### The metal 1 layer, run 1

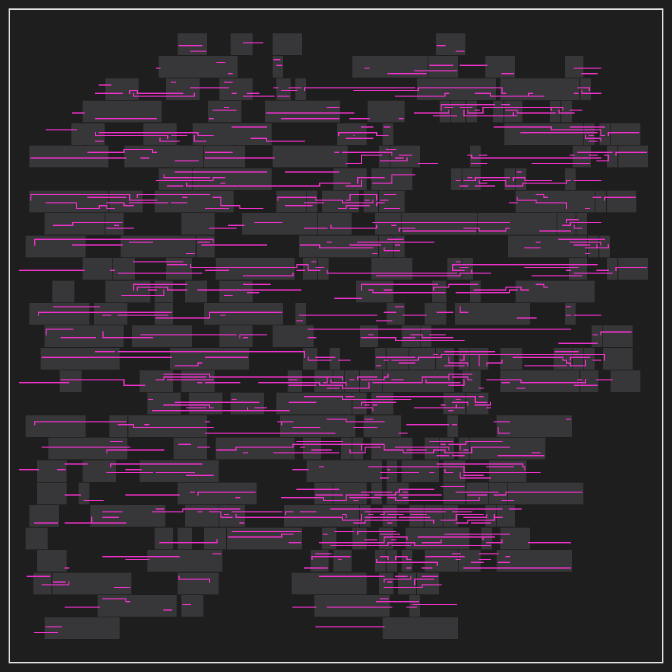
### Metal 2, run 1

Bar = 20 um.
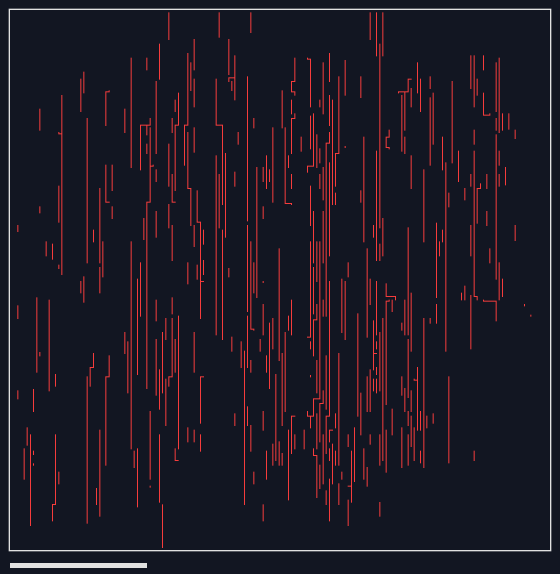
### Metal 3, run 1

Bar = 20 um.
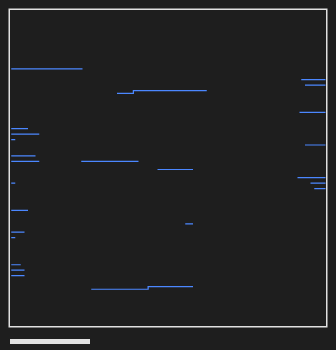
$ cat src/rtl/sd_spi_master_if.sv
// Host I/O bus and SPI pins of the SD card slot, bundled for the SPI master.
// The host side (CPU/decoder and card model) is the master; the SPI block is the slave.
interface sd_spi_master_if;
  logic       CS;
  logic       A0;
  logic       WR;
  logic       RD;
  logic [7:0] DIN;
  logic [7:0] DOUT;
  logic       DOUT_EN;
  logic       SCK;
  logic       MOSI;
  logic       MISO;
  logic       SD_CS_N;

  modport master (
    output CS, A0, WR, RD, DIN, MISO,
    input  DOUT, DOUT_EN, SCK, MOSI, SD_CS_N
  );

  modport slave (
    input  CS, A0, WR, RD, DIN, MISO,
    output DOUT, DOUT_EN, SCK, MOSI, SD_CS_N
  );
endinterface

$ cat src/rtl/sd_spi_master.sv
// Two-register CPU interface (DATA at 0x90, CTRL/STATUS at 0x91) driving one
// 8-bit SPI mode-0 transfer per DATA write, MSB first.
module sd_spi_master #(
  parameter int unsigned DIV_FAST = 2,
  parameter int unsigned DIV_SLOW = 64
) (
  input logic            CLK,
  input logic            RESET,
  sd_spi_master_if.slave bus
);

  localparam logic [7:0] DivFast = 8'(DIV_FAST);
  localparam logic [7:0] DivSlow = 8'(DIV_SLOW);

  typedef enum logic [0:0] {StIdle, StShift} state_e;

  state_e     state_q, state_d;
  logic [1:0] cs_sync_q, wr_sync_q, rd_sync_q;
  logic       wr_act_q, rd_act_q;
  logic       sck_q, sck_d;
  logic [7:0] txsr_q, txsr_d;
  logic [7:0] rxsr_q, rxsr_d;
  logic [7:0] rxreg_q, rxreg_d;
  logic [7:0] div_q, div_d;
  logic [7:0] half_q, half_d;
  logic [3:0] bit_q, bit_d;
  logic       csel_q, csel_d;
  logic       slow_q, slow_d;
  logic       ovr_q, ovr_d;

  logic wr_act, rd_act, wr_ev, rd_ev, busy;

  // Strobe events fire once on the first synchronized cycle, however long the strobe.
  assign wr_act = cs_sync_q[1] & ~wr_sync_q[1];
  assign rd_act = cs_sync_q[1] & ~rd_sync_q[1];
  assign wr_ev  = wr_act & ~wr_act_q;
  assign rd_ev  = rd_act & ~rd_act_q & bus.A0;
  assign busy   = (state_q == StShift);

  always_ff @(posedge CLK or posedge RESET) begin
    if (RESET) begin
      cs_sync_q <= 2'b00;
      wr_sync_q <= 2'b11;
      rd_sync_q <= 2'b11;
      wr_act_q  <= 1'b0;
      rd_act_q  <= 1'b0;
      state_q   <= StIdle;
      sck_q     <= 1'b0;
      txsr_q    <= 8'hFF;
      rxsr_q    <= 8'hFF;
      rxreg_q   <= 8'hFF;
      div_q     <= 8'd0;
      half_q    <= 8'd0;
      bit_q     <= 4'd0;
      csel_q    <= 1'b0;
      slow_q    <= 1'b1;
      ovr_q     <= 1'b0;
    end else begin
      cs_sync_q <= {cs_sync_q[0], bus.CS};
      wr_sync_q <= {wr_sync_q[0], bus.WR};
      rd_sync_q <= {rd_sync_q[0], bus.RD};
      wr_act_q  <= wr_act;
      rd_act_q  <= rd_act;
      state_q   <= state_d;
      sck_q     <= sck_d;
      txsr_q    <= txsr_d;
      rxsr_q    <= rxsr_d;
      rxreg_q   <= rxreg_d;
      div_q     <= div_d;
      half_q    <= half_d;
      bit_q     <= bit_d;
      csel_q    <= csel_d;
      slow_q    <= slow_d;
      ovr_q     <= ovr_d;
    end
  end

  always_comb begin
    state_d = state_q;
    sck_d   = sck_q;
    txsr_d  = txsr_q;
    rxsr_d  = rxsr_q;
    rxreg_d = rxreg_q;
    div_d   = div_q;
    half_d  = half_q;
    bit_d   = bit_q;
    csel_d  = csel_q;
    slow_d  = slow_q;
    ovr_d   = ovr_q;

    // A read clears OVR, but an overrun in the same cycle sets it again below.
    if (rd_ev) begin
      ovr_d = 1'b0;
    end

    if (wr_ev) begin
      if (bus.A0) begin
        csel_d = bus.DIN[0];
        slow_d = bus.DIN[1];
      end else if (busy) begin
        ovr_d = 1'b1;
      end else begin
        txsr_d  = bus.DIN;
        div_d   = slow_q ? DivSlow : DivFast;
        half_d  = slow_q ? DivSlow : DivFast;
        bit_d   = 4'd0;
        sck_d   = 1'b0;
        state_d = StShift;
      end
    end

    unique case (state_q)
      StIdle: begin
      end
      StShift: begin
        if (half_q == 8'd1) begin
          half_d = div_q;
          sck_d  = ~sck_q;
          if (!sck_q) begin
            rxsr_d = {rxsr_q[6:0], bus.MISO};
            bit_d  = bit_q + 4'd1;
          end else begin
            txsr_d = {txsr_q[6:0], 1'b1};
            if (bit_q == 4'd8) begin
              rxreg_d = rxsr_q;
              bit_d   = 4'd0;
              half_d  = 8'd0;
              state_d = StIdle;
            end
          end
        end else begin
          half_d = half_q - 8'd1;
        end
      end
      default: begin
      end
    endcase
  end

  assign bus.SCK     = sck_q;
  assign bus.MOSI    = busy ? txsr_q[7] : 1'b1;
  assign bus.SD_CS_N = ~csel_q;
  assign bus.DOUT    = bus.A0 ? {busy, ovr_q, 4'b0000, slow_q, csel_q} : rxreg_q;
  assign bus.DOUT_EN = bus.CS & ~bus.RD;

endmodule

$ cat src/flat_wrapper.sv
// flat-port wrapper written by rule: the top's interface ports become plain ports
module sd_spi_master_flat 
#(
  parameter int unsigned DIV_FAST = 2,
  parameter int unsigned DIV_SLOW = 64
)
  (CLK, RESET, bus_CS, bus_A0, bus_WR, bus_RD, bus_DIN, bus_MISO, bus_DOUT, bus_DOUT_EN, bus_SCK, bus_MOSI, bus_SD_CS_N);
  sd_spi_master_if bus_i ();
  input logic CLK;
  input logic RESET;
  input wire logic [$bits(bus_i.CS)-1:0] bus_CS;
  input wire logic [$bits(bus_i.A0)-1:0] bus_A0;
  input wire logic [$bits(bus_i.WR)-1:0] bus_WR;
  input wire logic [$bits(bus_i.RD)-1:0] bus_RD;
  input wire logic [$bits(bus_i.DIN)-1:0] bus_DIN;
  input wire logic [$bits(bus_i.MISO)-1:0] bus_MISO;
  output wire logic [$bits(bus_i.DOUT)-1:0] bus_DOUT;
  output wire logic [$bits(bus_i.DOUT_EN)-1:0] bus_DOUT_EN;
  output wire logic [$bits(bus_i.SCK)-1:0] bus_SCK;
  output wire logic [$bits(bus_i.MOSI)-1:0] bus_MOSI;
  output wire logic [$bits(bus_i.SD_CS_N)-1:0] bus_SD_CS_N;
  assign bus_i.CS = bus_CS;
  assign bus_i.A0 = bus_A0;
  assign bus_i.WR = bus_WR;
  assign bus_i.RD = bus_RD;
  assign bus_i.DIN = bus_DIN;
  assign bus_i.MISO = bus_MISO;
  assign bus_DOUT = bus_i.DOUT;
  assign bus_DOUT_EN = bus_i.DOUT_EN;
  assign bus_SCK = bus_i.SCK;
  assign bus_MOSI = bus_i.MOSI;
  assign bus_SD_CS_N = bus_i.SD_CS_N;
  sd_spi_master #(.DIV_FAST(DIV_FAST), .DIV_SLOW(DIV_SLOW)) u_core (.CLK(CLK), .RESET(RESET), .bus(bus_i));
endmodule
$ cat config.mk
export PLATFORM = sky130hd
export DESIGN_NAME = sd_spi_master_flat
export DESIGN_NICKNAME = d
export VERILOG_FILES = /design/src/rtl/sd_spi_master_if.sv /design/src/rtl/sd_spi_master.sv /design/src/flat_wrapper.sv
export SDC_FILE = /design/constraint.sdc
export NUM_CORES = 1
export LEC_CHECK = 0
export CAP_MARGIN = 20
export CORE_MARGIN = 1.5
export CORE_UTILIZATION = 41
export DETAILED_ROUTE_END_ITERATION = 6
export REMOVE_ABC_BUFFERS = 1
export SYNTH_ARGS = -nofsm -noshare
export SYNTH_HDL_FRONTEND = slang
export SYNTH_SLANG_ARGS = --single-unit
$ cat constraint.sdc
create_clock -name CLK -period 2.39 [get_ports CLK]
set_input_delay 0.3585 -clock CLK [delete_from_list [all_inputs] [get_ports CLK]]
set_output_delay 0.3585 -clock CLK [all_outputs]
set_load 0.05 [all_outputs]
==> results.yml, run 1 <==
# yosys + openroad results
logic_synthesis:
  synthArstFlopShare_pct: 100.0
  synth_cells: 207
  ff_type: "dfstp_2"
finish:
  layoutNonFillerInstCount: 317
  clk_share_pct: 3.160
  fillCellCount: 525
  comb_share_pct: 34.03
  seq_cells: 51
  nonClockBufferCount: 36
min_path:
  worstHoldEndpoint: "u_core.wr_sync_q[1]"
cts:
  clk_pin_slew_ps: 90
  cts_resized: 0
  cts_setup_buffers: 0
timing:
  fin_tns_setup_ps: 0
  layout_worst_path_cycle_share_pct: 87.10
  fmax_mhz: 480.4
  worst_pin_slew_ps: 487.6
pwr:
  ir_drop_uv: 427.5
  p_leak_nw: 1.253
run:
  max_cap_viol_count: 0
outcome:
  status: "complete, no violations"
route:
  viasPerCell: 5.082
  ant_nets: 0
  drc: 0
  post_drt_wl_per_cell_um: 14.31
  wl_met2_mm: 2.066
die:
  tap_cells: 72
  die_height_um: 78.95
grt:
  grt-ovfl-total: 0
  grt_pass1_wl_mm: 7.852
place:
  place.gp.congestion: 0.7387
setup_path:
  critPathBufInv: 1
  critPathRequiredTime_ps: 2030
About 'The metal 1 layer':
234 nets have wire on it. The longest straight run is 31.7 um. The wires run mostly horizontal. The layer carries 2230 um of wire.

About 'Metal 2':
The layer carries 2070 um of wire. The wires run mostly vertical. The longest straight run is 30.3 um. The layer holds 46% of the routed length. 214 nets have wire on it.

About 'Metal 3':
The longest straight run is 18.2 um. The layer carries 164 um of wire. 21 nets have wire on it.

## run 1: cells by family after synthesis
group / count (synthesis) / share of synthesized area, %
mux: 24 / 11.32
flops: 51 / 55.50
buf+inv: 16 / 2.909
simple gates: 72 / 17.57
fa+ha+maj: 4 / 2.116
xor+xnor: 2 / 0.7409
compound gates: 38 / 9.842
## run 1: worst register-to-register path, cell delays in order, from the launching register on
cell and delay [ps]:
dfrtp_1 470, or4_4 590, nor4b_4 210, buf_4 250, mux2_2 360
## run 1: power by group
part	switching [mW]	total [mW]	internal, mW
combinational	0.397	0.754	0.357
sequential	0.207	1.34	1.13
clock	0.276	0.510	0.234
total	0.880	2.60	1.72
### Routed metal per tile, run 1

Bar = 20 um. 16 x 16 tiles, from dark purple (low) to yellow (high), scaled to the fullest tile. Values are wire area over tile area, all layers added.
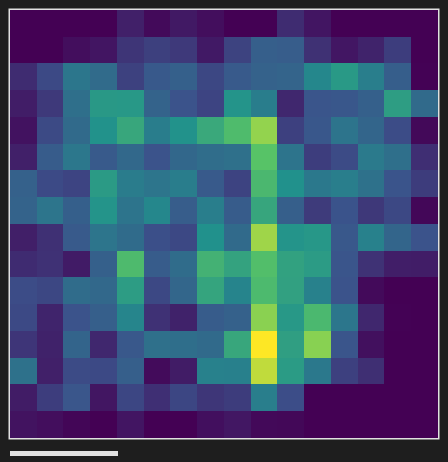

==> run 1 -> run 2 <==
--- a/config.mk
+++ b/config.mk
@@ -7,9 +7,11 @@
 export LEC_CHECK = 0
 export CAP_MARGIN = 20
 export CORE_MARGIN = 1.5
-export CORE_UTILIZATION = 41
+export CORE_UTILIZATION = 55
 export DETAILED_ROUTE_END_ITERATION = 6
+export PLACE_DENSITY = 0.78
 export REMOVE_ABC_BUFFERS = 1
+export SKIP_LAST_GASP = 1
 export SYNTH_ARGS = -nofsm -noshare
 export SYNTH_HDL_FRONTEND = slang
 export SYNTH_SLANG_ARGS = --single-unit
### Routed metal per tile, run 2

Bar = 20 um. 14 x 14 tiles, from dark purple (low) to yellow (high), scaled to the fullest tile. Values are wire area over tile area, all layers added.
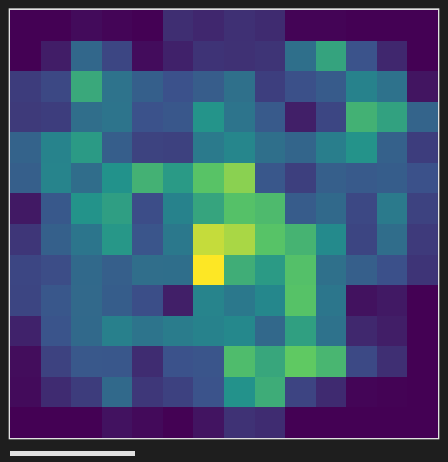
The emptiest ninth of the die: bottom right. 17% of the tiles are over half the peak. The densest ninth of the die: middle. The mean over all tiles is 0.14. The fullest tile reaches 0.50.

### The clock network, run 2

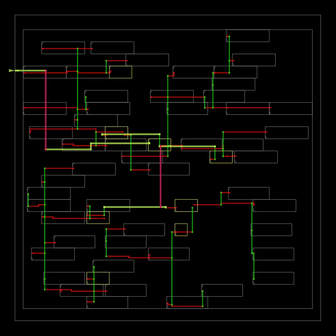
clk_lat worst skew: 300 ps
Num CTS Buffers: 5
flop count: 51

### Metal 2, run 2

Bar = 20 um.
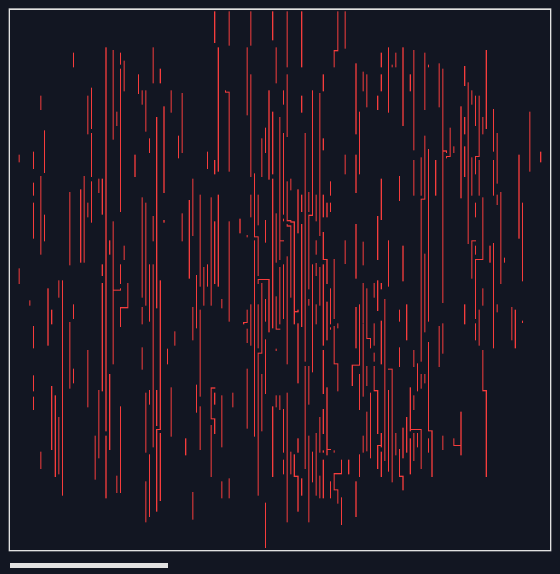
The longest straight run is 48.6 um. 219 nets have wire on it.
Final Routed Wirelength: 4.354 mm
via count: 1612
met2 usage: 33.77%

==> run 2 against run 1 <==
Against the previous run: non-clock buffer count shrank 2; critical endpoint unchanged; power grew 1.0%; hold slack gained 6.1 ps; combinational power shrank 0.5%; via count about the same; sequential power barely moved; die size decreased by 25%; synthesized area unchanged; critical path depth is the same; register-to-register slack got worse by 140 ps; clock skew rose by 2.7 ps; synthesized cell count is the same.
==> results.yml, run 2 <==
# yosys + openroad results
logic_synthesis:
  ff_type: "dfstp_2"
  synth_cells: 207
finish:
  nonClockBufferCount: 34
  comb_share_pct: 34.53
  fillCellCount: 291
  clk_share_pct: 3.647
timing:
  layout_worst_path_cycle_share_pct: 87.75
  fin_tns_setup_ps: 0
  worst_pin_slew_ps: 567.5
outcome:
  status: "complete, no violations"
pwr:
  ir_drop_uv: 474.4
  power_frac_comb_pct: 28.5
  internal-power_mw: 1.746
  p_clk_share_pct: 20.3
  p_leak_nw: 1.242
  pwr-share-seq_pct: 51.2
  p_switching_mw: 0.8824
  p_sw_share_pct: 33.57
run:
  max_cap_viol_count: 0
die:
  tap_cells: 50
grt:
  grt_pass1_wl_mm: 7.224
  grt-ovfl-total: 0
setup_path:
  critPathRequiredTime_ps: 2030
  critPathBufInv: 1
route:
  ant_nets: 0
  post_drt_wl_per_cell_um: 14.86
min_path:
  worstHoldEndpoint: "u_core.cs_sync_q[1]"
cts:
  clk_pin_slew_ps: 80
  cts_setup_buffers: 0
  cts_resized: 0
place:
  place.gp.congestion: 0.8577
[run 2: logic make-up after synthesis]
group | Yosys count | share of synthesized area, %
buffers and inverters | 16 | 2.909
adder cells (fa/ha/maj) | 4 | 2.116
AND/OR/NAND/NOR | 72 | 17.57
XOR/XNOR | 2 | 0.7409
flip-flops | 51 | 55.50
AND-OR/OR-AND | 38 | 9.842
multiplexers | 24 | 11.32
[run 2: power groups by stage]
stage	logic, mW	clock network (mW)	registers, mW
final	0.750	0.534	1.34
after detailed placement	0.742	0	1.36
after global routing	0.833	0.590	1.38
after CTS	0.755	0.549	1.34
after global placement	0.726	0	1.35
after floorplan	0.546	0	1.33
[run 2: per-layer routing]
metal	routed length (um)	vias up	part of all wire, %
li1	-	790	-
met1	2039	776	47
met2	2088	42	48
met3	194	4	4.5
met4	31	0	0.71
met5	0	-	0
No activity file was given, so power comes from the tool's default toggle rates.
